`config.mk`:
```
export PLATFORM = sky130hd
export DESIGN_NAME = instr_mem_loader
export DESIGN_NICKNAME = d
export VERILOG_FILES = /design/src/rtl/instr_mem_loader.sv
export SDC_FILE = /design/constraint.sdc
export NUM_CORES = 1
export LEC_CHECK = 0
export CORE_MARGIN = 4
export CORE_UTILIZATION = 56
export CTS_BUF_LIST = sky130_fd_sc_hd__clkbuf_16
export CTS_CLUSTER_DIAMETER = 200
export DETAILED_ROUTE_END_ITERATION = 6
export MAX_ROUTING_LAYER = met4
export PLACE_DENSITY = 0.85
export SYNTH_ARGS = -nofsm -noshare
export SYNTH_HDL_FRONTEND = slang
export SYNTH_SLANG_ARGS = --single-unit
```
`constraint.sdc`:
```
create_clock -name clk -period 5.6 [get_ports clk]
set_clock_uncertainty 0.15 [all_clocks]
set_input_delay 1.12 -clock clk [delete_from_list [all_inputs] [get_ports clk]]
set_output_delay 1.12 -clock clk [all_outputs]
set_load 0.05 [all_outputs]
```
`src/rtl/instr_mem_loader.sv`:
```
// Boot-time instruction memory loader: big-endian byte stream -> 32-bit word writes, CPU held until done.
// Optional trailing XOR checksum byte enabled by defining LOADER_CHECKSUM_EN.
`timescale 1ns/1ps
module instr_mem_loader #(
    parameter int                    ADDR_WIDTH = 32,
    parameter logic [ADDR_WIDTH-1:0] BASE_ADDR  = '0,
    parameter int                    MAX_WORDS  = 256
) (
    input  logic                  clk,
    input  logic                  rst_n,
    input  logic                  start,
    input  logic [7:0]            in_data,
    input  logic                  in_valid,
    output logic                  in_ready,
    output logic                  imem_we,
    output logic [ADDR_WIDTH-1:0] imem_addr,
    output logic [31:0]           imem_wdata,
    output logic                  cpu_hold,
    output logic                  done,
    output logic                  error,
    output logic [15:0]           words_loaded
);

    typedef enum logic [2:0] {
        S_IDLE,
        S_LEN_HI,
        S_LEN_LO,
        S_DATA,
        S_WRITE,
        S_DONE,
`ifdef LOADER_CHECKSUM_EN
        S_CKSUM,
`endif
        S_ERR
    } state_t;

`ifdef LOADER_CHECKSUM_EN
    localparam state_t S_FINISH = S_CKSUM;
`else
    localparam state_t S_FINISH = S_DONE;
`endif

    localparam logic [16:0] MAX_W = 17'(MAX_WORDS);

    state_t      state, state_next;
    logic [7:0]  len_hi;
    logic [15:0] word_count;
    logic [15:0] len_word;
    logic [23:0] asm_word;
    logic [1:0]  byte_cnt;
    logic        accept;
    logic        start_load;
`ifdef LOADER_CHECKSUM_EN
    logic [7:0]  cksum;
`endif

    assign accept     = in_valid && in_ready;
    assign len_word   = {len_hi, in_data};
    assign start_load = start && (state == S_IDLE || state == S_DONE || state == S_ERR);

    always_ff @(posedge clk or negedge rst_n) begin
        if (!rst_n) state <= S_IDLE;
        else        state <= state_next;
    end

    always_comb begin
        state_next = state;
        in_ready   = 1'b0;
        imem_we    = 1'b0;
        case (state)
            S_IDLE, S_DONE, S_ERR: begin
                if (start) state_next = S_LEN_HI;
            end
            S_LEN_HI: begin
                in_ready = 1'b1;
                if (in_valid) state_next = S_LEN_LO;
            end
            S_LEN_LO: begin
                in_ready = 1'b1;
                if (in_valid) begin
                    if (len_word == 16'd0)              state_next = S_FINISH;
                    else if ({1'b0, len_word} > MAX_W) state_next = S_ERR;
                    else                                state_next = S_DATA;
                end
            end
            S_DATA: begin
                in_ready = 1'b1;
                if (in_valid && byte_cnt == 2'd3) state_next = S_WRITE;
            end
            S_WRITE: begin
                imem_we = 1'b1;
                if (words_loaded + 16'd1 == word_count) state_next = S_FINISH;
                else                                    state_next = S_DATA;
            end
`ifdef LOADER_CHECKSUM_EN
            S_CKSUM: begin
                in_ready = 1'b1;
                if (in_valid) state_next = (in_data == cksum) ? S_DONE : S_ERR;
            end
`endif
            default: state_next = S_IDLE;
        endcase
    end

    // Control and visible outputs; status flags track the state being entered.
    always_ff @(posedge clk or negedge rst_n) begin
        if (!rst_n) begin
            byte_cnt     <= 2'd0;
            words_loaded <= 16'd0;
            imem_addr    <= '0;
            imem_wdata   <= 32'd0;
            cpu_hold     <= 1'b1;
            done         <= 1'b0;
            error        <= 1'b0;
        end else begin
            done     <= (state_next == S_DONE);
            error    <= (state_next == S_ERR);
            cpu_hold <= (state_next != S_DONE);
            if (start_load) begin
                byte_cnt     <= 2'd0;
                words_loaded <= 16'd0;
            end
            if (state == S_DATA && accept) begin
                byte_cnt <= byte_cnt + 2'd1;
                if (byte_cnt == 2'd3) begin
                    imem_wdata <= {asm_word, in_data};
                    imem_addr  <= BASE_ADDR + (ADDR_WIDTH'(words_loaded) << 2);
                end
            end
            if (state == S_WRITE) words_loaded <= words_loaded + 16'd1;
        end
    end

    // Pure datapath: every field is rewritten before it is consumed in a load.
    always_ff @(posedge clk) begin
        if (state == S_LEN_HI && accept) len_hi <= in_data;
        if (state == S_LEN_LO && accept) word_count <= len_word;
        if (state == S_DATA && accept)   asm_word <= {asm_word[15:0], in_data};
`ifdef LOADER_CHECKSUM_EN
        if (start_load) cksum <= 8'd0;
        else if (accept && state != S_CKSUM) cksum <= cksum ^ in_data;
`endif
    end

endmodule

```
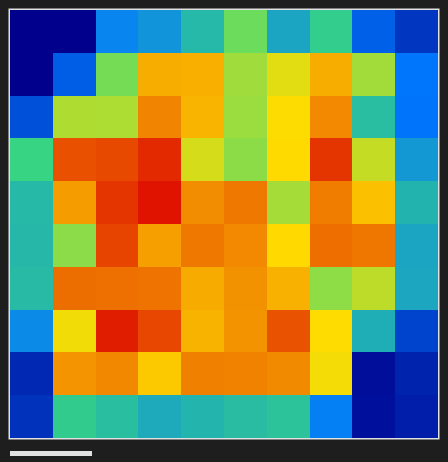
**Above:** local utilization.
The bar under the picture is 20 um long. 10 x 10 tiles, from dark blue (low) to red (high), 0 to 100% covered.
nearly empty tiles: 3.0%
fullest tile: 98%
mean over tiles: 59%
final core utilization: 0.720
initial core utilization: 0.572
core area: 9200 um^2

==> metrics.cfg <==
[placement]
dp.cells=570
place_hpwl_um=7270
dp_slack_ns=1.79
place_area_um2=6040
globalplace.congestion=0.870

[finish]
antenna_cells=0
reg.largest.list=imem_wdata x32, asm_word x24
nets=492
nNonClkBuffers=82
final_cell_mix=clkdlybuf4s50_1 (79), dfrtp_1 (71), edfxtp_1 (48)
fillers=613
syn_to_final_growth_pct=26.0
clock_area_frac=0.0880
largest_reg_flops=32
combGateArea_um2=1830
nFlopsAndLatches=120
fin_cells=602
nClkBuffers=17
logic_gate_count=253
drive_gt1_frac=0.196
flop_area_um2=3240
largest-register=imem_wdata
layout_top_cell=clkdlybuf4s50_1
buf_share=0.123

[power]
comb-power_mw=1.13
clkPwrFrac=0.306
power.largest_group=sequential cells
power_density_nw_per_um2=523
p_seq_frac=0.368
power.leakage_nw=2.77
switchingPower_mw=1.32
intPower_mw=2.14
p_clk_mw=1.06
power.total_mw=3.47
p_comb_frac=0.327

[final_timing]
relSlewSlack=0.205
setup_ws_ns=1.32
fin_crit_ns=4.28
fin_crit_sh=0.764
worst_hold_slack_ns=0.293
finalSetupTns_ns=0
max_freq_mhz=234

[synthesis]
synthDistinctLibCells=59
async_reset_ff_frac=0.600
synth.largest_area_cell=dfrtp_1
netlist_area_um2=5260
syn_area_per_cell_um2=13.3
ys_sh_aoi=0.0702
topCombFamilyByArea=simple AND/OR/NAND/NOR gates
yosys-top-cells-area=dfrtp_1 (34%), edfxtp_1 (27%), mux2_2 (10%), o21ai_0 (2.7%), xor2_1 (2.5%)
ys_area_um2=5260
adder_share=0.00476
ys_sh_simple=0.115
edf_count=48
synthTopCellsByCount=dfrtp_1 (71), edfxtp_1 (48), mux2_2 (47)
synth_seq_share=0.617
syn_inst=395

[floorplan]
die_x_um=105
row_count=35
io_pins=97
die_y_um=105

[setup_path]
critical-path-top-delay-family=buffers and inverters
worstSetupPathType=reg -> out
r2r_start=words_loaded[0]
r2r_slack_ns=2.87
endpoint_kind=primary output
crit_start=state[1]
worstPathArrival_ns=3.01
reg2reg_depth=6
max_stage_delay_ns=0.89

[global_route]
grt_max_degree=73
use_met1=0.256
grt_pass1_wl_um=17200
antenna_found_initial=0
met2_usage=0.328

[route]
viasPerCell=5.64
drc=0
dr_wl_met3_um=558
dr_wl_met2_um=5400
wl_met1_um=4470
dr_total_vias=3394
drt-pass1-iter-count=5
maxUsedRoutingLayer=met4

[clocking]
clkTransAtPathRegs_ns=0.06
cts_resized=0
cts_setup_buffers=0
cts_root_buf=clkbuf_16
cts_max_level=4
cts_buffer_depth=2
cts_tree=done

[min_path]
holdCritStartpoint=asm_word[13]
min_path_cells=0
hold_path_class=reg -> reg

[job]
drv_cap=0
tool_warnings=26

[run_status]
outcome=finished clean

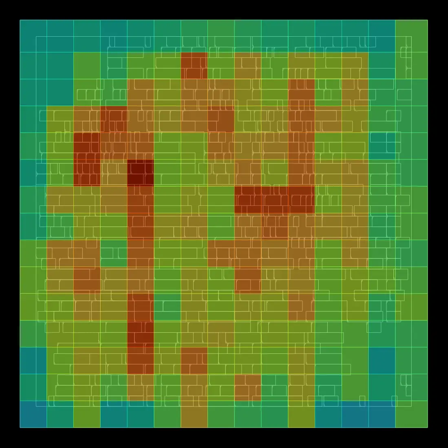
**Above:** routing congestion.
All-Layer GR Usage: 0.205
global routing's busiest layer: met2
grt met3 use: 0.0377
WL/cell: 17.5 um

